File: src/rtl/mem_arb_pkg.sv
// -----------------------------------------------------------------------------
// mem_arb_pkg
// Shared types and constants for the unified-memory port arbiter.
//   arb_state_t  : arbiter FSM states (IDLE -> BUSY -> RESP -> IDLE)
//   arb_owner_t  : which requester owns the current memory transaction
//   FUNCT3_LW    : access size used for every instruction fetch (word)
//   WAIT_CNT_W   : width of the IF starvation counter (holds 0..15)
//   wait_cnt_inc : saturating increment for the starvation counter
// -----------------------------------------------------------------------------
package mem_arb_pkg;

   typedef enum logic [1:0] {
      ARB_IDLE = 2'b00,
      ARB_BUSY = 2'b01,
      ARB_RESP = 2'b10
   } arb_state_t;

   typedef enum logic {
      OWN_IF = 1'b0,
      OWN_DM = 1'b1
   } arb_owner_t;

   localparam logic [2:0] FUNCT3_LW  = 3'b010;
   localparam int         WAIT_CNT_W = 4;

   // Saturating increment: the counter never wraps past the starvation limit.
   function automatic logic [WAIT_CNT_W-1:0] wait_cnt_inc(
      input logic [WAIT_CNT_W-1:0] cnt,
      input logic [WAIT_CNT_W-1:0] limit
   );
      logic [WAIT_CNT_W-1:0] res;
      if (cnt >= limit) begin
         res = limit;
      end else begin
         res = cnt + {{(WAIT_CNT_W-1){1'b0}}, 1'b1};
      end
      return res;
   endfunction

endpackage

File: src/rtl/arb_prio_select.sv
// -----------------------------------------------------------------------------
// arb_prio_select
// Combinational owner pick for the memory arbiter. DM wins a tie unless IF has
// been passed over too often, in which case IF wins.
// Ports:
//   if_req      in   IF requests the memory
//   dm_req      in   DM requests the memory
//   if_starved  in   IF has lost the maximum number of ties in a row
//   grant_valid out  at least one requester is present
//   grant_owner out  requester that would be granted (OWN_IF when idle)
// -----------------------------------------------------------------------------
module arb_prio_select
   import mem_arb_pkg::*;
(
   input  logic       if_req,
   input  logic       dm_req,
   input  logic       if_starved,
   output logic       grant_valid,
   output arb_owner_t grant_owner
);

   // Priority decode of the two request lines.
   always_comb begin
      grant_valid = 1'b0;
      grant_owner = OWN_IF;
      case ({if_req, dm_req})
         2'b10: begin
            grant_valid = 1'b1;
            grant_owner = OWN_IF;
         end
         2'b01: begin
            grant_valid = 1'b1;
            grant_owner = OWN_DM;
         end
         2'b11: begin
            grant_valid = 1'b1;
            if (if_starved) begin
               grant_owner = OWN_IF;
            end else begin
               grant_owner = OWN_DM;
            end
         end
         default: begin
            grant_valid = 1'b0;
            grant_owner = OWN_IF;
         end
      endcase
   end

endmodule

File: src/rtl/mem_port_arbiter.sv
// -----------------------------------------------------------------------------
// mem_port_arbiter
// Shares one single-ported unified memory between the instruction-fetch port
// (IF) and the data-memory port (DM). One transaction at a time; DM has
// priority, a saturating counter guarantees IF forward progress.
// Ports:
//   clk, reset                 clock (rising edge), async active-low reset
//   if_req/if_addr             IF read request (held until if_done)
//   if_rdata/if_done/if_stall  IF read data, completion pulse, stall
//   dm_req/dm_we/dm_addr       DM request (held until dm_done), store flag, address
//   dm_wdata/dm_func3          DM store data and access size
//   dm_rdata/dm_done/dm_stall  DM load data, completion pulse, stall
//   mem_req/mem_we/mem_addr    memory transaction valid, write enable, address
//   mem_wdata/mem_func3        memory write data and access size
//   mem_ready/mem_rdata        memory completion and read data
// -----------------------------------------------------------------------------
module mem_port_arbiter
   import mem_arb_pkg::*;
#(
   parameter int ADDR_W   = 9,
   parameter int DATA_W   = 32,
   parameter int MAX_WAIT = 4
) (
   input  logic              clk,
   input  logic              reset,
   input  logic              if_req,
   input  logic [ADDR_W-1:0] if_addr,
   output logic [DATA_W-1:0] if_rdata,
   output logic              if_done,
   output logic              if_stall,
   input  logic              dm_req,
   input  logic              dm_we,
   input  logic [ADDR_W-1:0] dm_addr,
   input  logic [DATA_W-1:0] dm_wdata,
   input  logic [2:0]        dm_func3,
   output logic [DATA_W-1:0] dm_rdata,
   output logic              dm_done,
   output logic              dm_stall,
   output logic              mem_req,
   output logic              mem_we,
   output logic [ADDR_W-1:0] mem_addr,
   output logic [DATA_W-1:0] mem_wdata,
   output logic [2:0]        mem_func3,
   input  logic              mem_ready,
   input  logic [DATA_W-1:0] mem_rdata
);

   localparam logic [WAIT_CNT_W-1:0] MAX_WAIT_C = WAIT_CNT_W'(MAX_WAIT);

   arb_state_t              state_r;
   arb_state_t              state_nxt_s;
   arb_owner_t              owner_r;
   arb_owner_t              grant_owner_s;
   logic                    grant_valid_s;
   logic                    if_starved_s;
   logic                    grant_s;
   logic                    complete_s;
   logic [WAIT_CNT_W-1:0]   wait_cnt_r;
   logic                    run_r;
   logic                    mem_req_r;
   logic                    mem_we_r;
   logic [ADDR_W-1:0]       lat_addr_r;
   logic [DATA_W-1:0]       lat_wdata_r;
   logic [2:0]              lat_func3_r;
   logic                    sel_we_s;
   logic [ADDR_W-1:0]       sel_addr_s;
   logic [DATA_W-1:0]       sel_wdata_s;
   logic [2:0]              sel_func3_s;
   logic [DATA_W-1:0]       if_rdata_r;
   logic [DATA_W-1:0]       dm_rdata_r;
   logic                    if_done_r;
   logic                    dm_done_r;

   assign if_starved_s = (wait_cnt_r == MAX_WAIT_C);

   arb_prio_select u_prio (
      .if_req      (if_req),
      .dm_req      (dm_req),
      .if_starved  (if_starved_s),
      .grant_valid (grant_valid_s),
      .grant_owner (grant_owner_s)
   );

   // Requests are only looked at in IDLE; mem_ready only counts in BUSY.
   assign grant_s    = (state_r == ARB_IDLE) & grant_valid_s;
   assign complete_s = (state_r == ARB_BUSY) & mem_ready;

   // Next-state logic. RESP always returns to IDLE so a requester still
   // holding req during its done cycle is not granted a second time.
   always_comb begin
      state_nxt_s = ARB_IDLE;
      case (state_r)
         ARB_IDLE: begin
            if (grant_s) begin
               state_nxt_s = ARB_BUSY;
            end else begin
               state_nxt_s = ARB_IDLE;
            end
         end
         ARB_BUSY: begin
            if (mem_ready) begin
               state_nxt_s = ARB_RESP;
            end else begin
               state_nxt_s = ARB_BUSY;
            end
         end
         ARB_RESP: begin
            state_nxt_s = ARB_IDLE;
         end
         default: begin
            state_nxt_s = ARB_IDLE;
         end
      endcase
   end

   // Transaction fields of the winning port; fetches are always word reads.
   always_comb begin
      sel_we_s    = 1'b0;
      sel_addr_s  = if_addr;
      sel_wdata_s = {DATA_W{1'b0}};
      sel_func3_s = FUNCT3_LW;
      if (grant_owner_s == OWN_DM) begin
         sel_we_s    = dm_we;
         sel_addr_s  = dm_addr;
         sel_wdata_s = dm_wdata;
         sel_func3_s = dm_func3;
      end else begin
         sel_we_s    = 1'b0;
         sel_addr_s  = if_addr;
         sel_wdata_s = {DATA_W{1'b0}};
         sel_func3_s = FUNCT3_LW;
      end
   end

   // FSM state register.
   always_ff @(posedge clk or negedge reset) begin
      if (!reset) begin
         state_r <= ARB_IDLE;
      end else begin
         state_r <= state_nxt_s;
      end
   end

   // Registered memory request, high exactly while the FSM is in BUSY.
   always_ff @(posedge clk or negedge reset) begin
      if (!reset) begin
         mem_req_r <= 1'b0;
      end else begin
         mem_req_r <= (state_nxt_s == ARB_BUSY);
      end
   end

   // Run flag: keeps the stall outputs low while reset is held and until the
   // first clock edge after release.
   always_ff @(posedge clk or negedge reset) begin
      if (!reset) begin
         run_r <= 1'b0;
      end else begin
         run_r <= 1'b1;
      end
   end

   // Transaction latches: captured on grant, so requester changes in BUSY
   // never reach the memory. Write enable drops when the transaction ends.
   always_ff @(posedge clk or negedge reset) begin
      if (!reset) begin
         owner_r     <= OWN_IF;
         mem_we_r    <= 1'b0;
         lat_addr_r  <= {ADDR_W{1'b0}};
         lat_wdata_r <= {DATA_W{1'b0}};
         lat_func3_r <= 3'b000;
      end else if (grant_s) begin
         owner_r     <= grant_owner_s;
         mem_we_r    <= sel_we_s;
         lat_addr_r  <= sel_addr_s;
         lat_wdata_r <= sel_wdata_s;
         lat_func3_r <= sel_func3_s;
      end else if (complete_s) begin
         mem_we_r    <= 1'b0;
      end
   end

   // IF starvation counter: counts DM wins while IF waits, clears on IF grant.
   always_ff @(posedge clk or negedge reset) begin
      if (!reset) begin
         wait_cnt_r <= {WAIT_CNT_W{1'b0}};
      end else if (grant_s) begin
         if (grant_owner_s == OWN_IF) begin
            wait_cnt_r <= {WAIT_CNT_W{1'b0}};
         end else if (if_req) begin
            wait_cnt_r <= wait_cnt_inc(wait_cnt_r, MAX_WAIT_C);
         end
      end
   end

   // Completion pulses: set for the single RESP cycle after mem_ready.
   always_ff @(posedge clk or negedge reset) begin
      if (!reset) begin
         if_done_r <= 1'b0;
         dm_done_r <= 1'b0;
      end else begin
         if_done_r <= complete_s & (owner_r == OWN_IF);
         dm_done_r <= complete_s & (owner_r == OWN_DM);
      end
   end

   // Read-data registers: updated only by a completed load of that port.
   always_ff @(posedge clk or negedge reset) begin
      if (!reset) begin
         if_rdata_r <= {DATA_W{1'b0}};
         dm_rdata_r <= {DATA_W{1'b0}};
      end else if (complete_s && !mem_we_r) begin
         if (owner_r == OWN_IF) begin
            if_rdata_r <= mem_rdata;
         end else begin
            dm_rdata_r <= mem_rdata;
         end
      end
   end

   assign mem_req   = mem_req_r;
   assign mem_we    = mem_we_r;
   assign mem_addr  = lat_addr_r;
   assign mem_wdata = lat_wdata_r;
   assign mem_func3 = lat_func3_r;

   assign if_rdata  = if_rdata_r;
   assign if_done   = if_done_r;
   assign dm_rdata  = dm_rdata_r;
   assign dm_done   = dm_done_r;

   // Stalls follow the live request so the hazard unit sees them in cycle 0.
   assign if_stall  = run_r & if_req & ~if_done_r;
   assign dm_stall  = run_r & dm_req & ~dm_done_r;

endmodule

File: config.mk
export PLATFORM = sky130hd
export DESIGN_NAME = mem_port_arbiter
export DESIGN_NICKNAME = d
export VERILOG_FILES = /design/src/rtl/mem_arb_pkg.sv /design/src/rtl/arb_prio_select.sv /design/src/rtl/mem_port_arbiter.sv
export SDC_FILE = /design/constraint.sdc
export NUM_CORES = 1
export LEC_CHECK = 0
export ABC_AREA = 1
export CAP_MARGIN = 5
export CORE_MARGIN = 3
export CORE_UTILIZATION = 43
export CTS_BUF_LIST = sky130_fd_sc_hd__clkbuf_8 sky130_fd_sc_hd__clkbuf_16
export CTS_CLUSTER_SIZE = 28
export DETAILED_ROUTE_END_ITERATION = 8
export PLACE_DENSITY = 0.8
export SYNTH_ARGS = -nofsm -noshare
export SYNTH_HDL_FRONTEND = slang
export SYNTH_HIERARCHICAL = 1
export SYNTH_SLANG_ARGS = --single-unit
File: constraint.sdc
create_clock -name clk -period 1.7 [get_ports clk]
set_clock_uncertainty 0.05 [all_clocks]
set_input_delay 0.17 -clock clk [delete_from_list [all_inputs] [get_ports clk]]
set_output_delay 0.17 -clock clk [all_outputs]
set_load 0.02 [all_outputs]
Figure 1. Routing congestion (run 1).
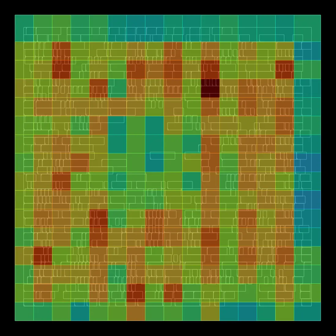
total global routing track utilization: 22.28%
met3 layer usage reported by global route: 8.753%

Figure 2. Wiring heat map (run 1).
The bar under the picture is 20 um long. 23 x 23 tiles, from dark blue (low) to red (high), scaled to the fullest tile. Values are wire area over tile area, all layers added.
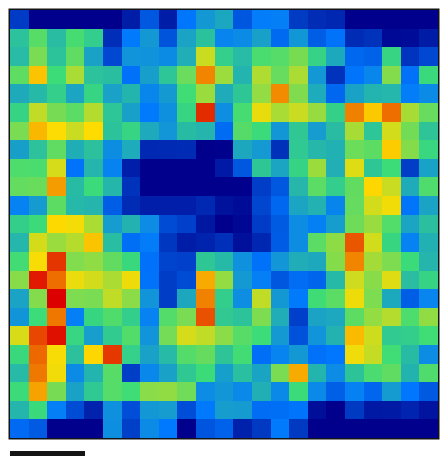
- fullest tile: 0.45
- nearly empty tiles: 7.0%
- mean over tiles: 0.18
- emptiest ninth of the die: middle
- tiles over half the peak: 32%

Figure 3. Cell classes on the final placement (run 1).
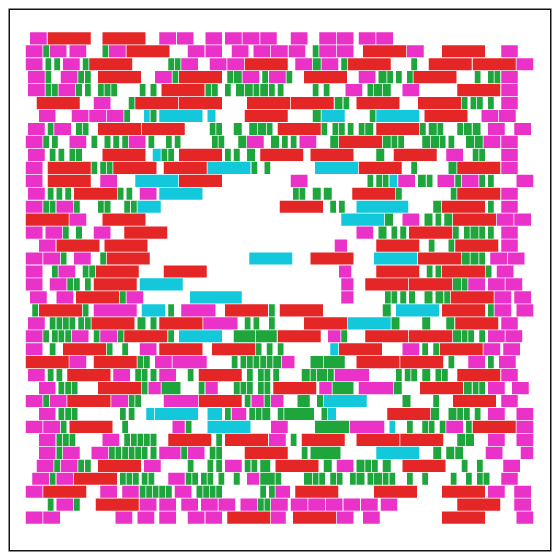
- magenta: other buffers and delay cells (cells 226)
- red: flip-flops (cells 120)
- green: all other logic (cells 411)
- cyan: clock drivers and dummy loads (cells 31)

==> datasheet_impl.txt, run 1 <==
Physical design parameters

Parameter                              Value

Critical path
  Startpoint of the most critical setup path .................. dm_rdata[21]$_DFFE_PN0P_
  Critical path startpoint category .................. register
  Critical Path Sink Type .................. primary output
  Highest cell delay on the worst timing path .................. 0.62 ns
  Cell depth of the worst setup path .................. 1
  Cell family with most CP delay .................. buffers and inverters
  WP data required .................. 1.48 ns
  CP cell instances .................. clkdlybuf4s50_1
  Arrival time reported for the critical path endpoint .................. 1.40 ns
  Crit path max fanout .................. 2

Timing
  Final Hold Vio Count .................. 0
  Setup TNS .................. 0 ns
  Setup repair after global routing missed its margin .................. no

Route
  Total Routed Length .................. 13.94 mm
  Detailed Route Iter0 Violations .................. 408
  DRC Markers .................. 0
  Detail-routed net length per standard cell .................. 15.02 um
  Routed vias/inst .................. 4.873

Clock tree
  Num CTS Buffers .................. 17
  Clock tree from TritonCTS .................. built

Job
  OpenROAD warnings .................. 27
  Number of max-cap violations .................. 0

Outcome
  Run status .................. completed

Layout
  Share of final-layout standard cells stronger than drive strength 1 .................. 8.122%
  Most common logic cell in the routed design .................. sky130_fd_sc_hd__nand2_1
  Synth-to-Final Area Change .................. 57.18%
  Number of nets in the finished design .................. 869

Global routing
  Vias in the first global route .................. 4674
  Maximum number of pins on one net before global-route repair .................. 56
  Wire length of the first global-routing pass .................. 22.67 mm
  Number of antenna violations at the first check in global routing .................. 0
  Leftover overflow at the end of global routing .................. 0

Synth
  Number of nets in the synthesized netlist .................. 653
  Count of yosys warnings during synthesis .................. 6
  Yosys Chip Area .................. 4959 um^2
  Flops & latches, synth .................. 120

Power and ir drop
  Switching share of power .................. 38.29%
  Net switching power .................. 5.963 mW
  Max rail drop VDD .................. 1136 uV

Placement
  Placement Cell Area .................. 7183 um^2
  DP Wirelength .................. 9.841 mm

Worst hold path
  Class of the worst hold path .................. in2async

Floorplan
  Ports .................. 205
  FP Core Util .................. 44.95%
-- run 1: layer usage --
layer	GRT usage, %	part of all wire [%]
met1	28.08	43
met2	35.82	47
met3	8.753	9.6
met4	6.571	0.73
met5	0	0
-- run 1: registers in the layout, summed over array words and instances, names as in the netlist --
signal      cells
run_r           1
dm_done         1
mem_req         1
if_rdata       32
if_done         1
mem_wdata      32
dm_rdata       32
mem_func3       3
state_r         2
owner_r         1
mem_addr        9
wait_cnt_r      4
mem_we          1
-- run 1: worst min path at each step --
stage,end,cells past startpoint
2_1_floorplan,dm_done$_DFF_PN0_,0
3_3_place_gp,if_rdata[17]$_DFFE_PN0P_,1
3_5_place_dp,if_rdata[18]$_DFFE_PN0P_,1
4_1_cts,if_rdata[18]$_DFFE_PN0P_,2
5_1_grt,dm_rdata[15]$_DFFE_PN0P_,2
6_report,if_rdata[18]$_DFFE_PN0P_,2
-- run 1: cells by family (layout without fill, tap and decap cells) --
family          Yosys count  after routing  share of synthesized area (%)
simple gates            389            389                          32.60
other cells               1              1                        0.07563
flops                   120            120                          60.56
fa+ha+maj                 2              2                         0.5046
buf+inv                  43            271                          5.652
compound gates            5              5                         0.6054
-- run 1: Yosys cell counts, drive strengths merged --
cell    instances
clkbuf          2
nor3            1
nor2           14
nand3          67
dfrtp         120
a21oi           1
o31ai           2
nand2         304
ha              2
o21ai           2
or2             1
nand4           2
inv            14
buf            27
conb            1
-- run 1: final cells by class --
cell class | instances | area, um^2
clock buffer | 20 | 466.7
clock inverter | 11 | 106.4
fill | 826 | 3237
inverter | 14 | 52.55
multi-input combinational | 397 | 1679
sequential | 120 | 3003
tap | 140 | 175.2
timing repair buffer | 226 | 2311
-- run 1: stage by stage --
stage	utilization (%)	setup slack, ns	hold WS (ns)	total power [mW]
CTS	70.37	0.01666	0.1972	15.67
finish	70.66	0.08265	0.1868	15.57
detailed placement	65.12	0.02708	0.08072	12.16
global placement	65.12	0.03882	0.07188	11.97
global route	70.66	0.01318	0.2170	16.52
floorplan	-	0.1615	-0.1756	8.633
-- run 1: power groups by stage --
stage | combinational, mW | clock (mW) | sequential (mW)
final | 7.16 | 3.43 | 4.98
after global routing | 7.74 | 3.65 | 5.13
after CTS | 7.19 | 3.50 | 4.98
after detailed placement | 7.18 | 0 | 4.97
after global placement | 7.01 | 0 | 4.96
after floorplan | 2.22 | 0 | 6.41
-- run 1: repair_timing --
item | in CTS | in global routing
endpoints found under the setup margin | 3 | 49
hold buffers | 1 | 0
pin swaps | 0 | 1
gates resized | 3 | 3
hold endpoints to repair | 27 | 0
cloned | 0 | 1
## Run 2: what changed since run 1
- CTS_BUF_LIST: sky130_fd_sc_hd__clkbuf_8 sky130_fd_sc_hd__clkbuf_16 -> unset
- CTS_CLUSTER_DIAMETER: unset -> 120
Figure 4. Routed metal, one color a layer (run 2).
The bar under the picture is 20 um long.
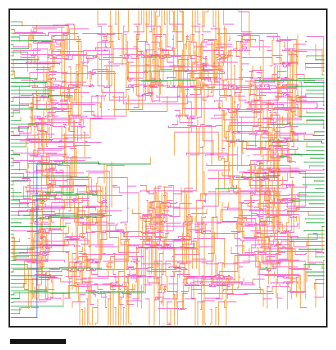
- blue: met4 (wire length 55.1 um)
- orange: met2 (wire length 6800 um)
- green: met3 (wire length 1310 um)
- magenta: met1 (wire length 5770 um)

Figure 5. Where the registers sit (run 2).
The bar under the picture is 20 um long. Other sequential cells in the stronger gray, the rest of the logic in the fainter gray.
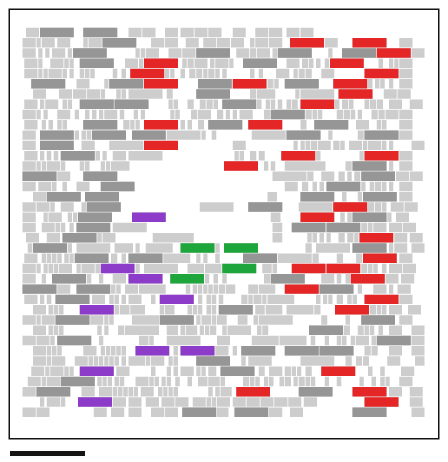
- green: `wait_cnt_r` (sequential cells 4; where middle)
- red: `dm_rdata` (sequential cells 32)
- purple: `mem_addr` (sequential cells 9)
- not colored: 75

==> datasheet_impl.txt, run 2 <==
Physical design parameters

Parameter                              Value

Outcome
  Run status .................. completed

Critical path
  WP data required .................. 1.48 ns (about the same)
  Critical path startpoint category .................. register
  Critical Path Sink Type .................. primary output
  CP cell instances .................. clkdlybuf4s50_1

Floorplan
  Ports .................. 205 (unchanged)

Route
  Detail-routed net length per standard cell .................. 15.01 um (about the same)
  DRC Markers .................. 0 (unchanged)
  Total Routed Length .................. 13.93 mm (about the same)

Placement
  Placement Cell Area .................. 7183 um^2 (unchanged)
  DP Wirelength .................. 9.841 mm (unchanged)

Job
  Number of max-cap violations .................. 0 (unchanged)
  OpenROAD warnings .................. 27 (unchanged)

Timing
  Worst hold margin .................. 0.1959 ns (+0.009169 ns)
  Setup repair after global routing missed its margin .................. no
  Final Hold Vio Count .................. 0 (unchanged)

Synth
  Number of nets in the synthesized netlist .................. 653 (unchanged)
  Share of async-settable or async-resettable flops after synthesis .................. 100.0% (unchanged)
  Number of flops mapped to enable cells by yosys .................. 0 (unchanged)
  Predominant post-synthesis flop cell .................. sky130_fd_sc_hd__dfrtp_1
  List of most frequent post-synthesis cells .................. sky130_fd_sc_hd__nand2_1, sky130_fd_sc_hd__dfrtp_1, sky130_fd_sc_hd__nand3_1, sky130_fd_sc_hd__buf_2, sky130_fd_sc_hd__buf_6
  Flops & latches, synth .................. 120 (unchanged)

Global routing
  Total global routing track utilization .................. 22.28% (unchanged)
  Vias in the first global route .................. 4674 (unchanged)
  Number of antenna violations at the first check in global routing .................. 0 (unchanged)

Power and ir drop
  Overall Power .................. 15.58 mW (about the same)
  Max rail drop VDD .................. 1137 uV (about the same)

Layout
  Synth-to-Final Area Change .................. 57.18% (unchanged)

Worst hold path
  Class of the worst hold path .................. in2async

Clock tree
  Clock tree from TritonCTS .................. built
-- run 2: cell counts after synthesis --
Identical to the previous run, type by type.
-- run 2: area by class of cell --
type / instances / area [um^2]
clock buffers: 22 / 474.2
inverters: 14 / 52.55
clock inverters: 9 / 98.84
fillers: 826 / 3237
multi-input cells: 397 / 1679
well taps: 140 / 175.2
flip-flops and latches: 120 / 3003
repair buffers: 226 / 2311
-- run 2: what timing repair did --
action,in CTS,in global routing
gates cloned,0,1
endpoints found under the hold margin,27,0
hold buffers,1,0
resized,3,3
endpoints found under the setup margin,3,49
pin swaps,0,1
-- run 2: metal layers --
metal | vias up | global-route usage (%) | routed length, um
li1 | 2170 | - | -
met1 | 2176 | 28.08 | 5767
met2 | 181 | 35.82 | 6802
met3 | 2 | 8.753 | 1307
met4 | 0 | 6.571 | 55
met5 | - | 0 | 0
-- run 2: cell families after synthesis --
group	share of synthesized area, %
AND-OR/OR-AND	0.6054
other	0.07563
buffers and inverters	5.652
adder cells (fa/ha/maj)	0.5046
flip-flops	60.56
AND/OR/NAND/NOR	32.60
-- run 2: where the power goes --
group / internal (mW) / total [mW] / switching (mW)
logic: 3.20 / 7.16 / 3.95
registers: 4.17 / 4.98 / 0.816
clock network: 2.25 / 3.44 / 1.19
-- run 2: how the worst min path moves through the flow --
stage	startpoint	to	slack [ns]	cells past startpoint
floorplan	reset	dm_done$_DFF_PN0_	-0.18	0
global placement	reset	if_rdata[17]$_DFFE_PN0P_	0.07	1
detailed placement	reset	if_rdata[18]$_DFFE_PN0P_	0.08	1
CTS	reset	if_rdata[18]$_DFFE_PN0P_	0.20	2
global route	reset	dm_rdata[15]$_DFFE_PN0P_	0.22	2
finish	reset	if_rdata[17]$_DFFE_PN0P_	0.20	2
-- run 2: per-stage QoR --
step,std cells,worst slack (ns)
after floorplan,560,0.1615
after global placement,895,0.03882
after detailed placement,895,0.02708
after CTS,927,0.01666
after global routing,928,0.01318
final,928,0.08508
Power and IR drop assume default switching activity.
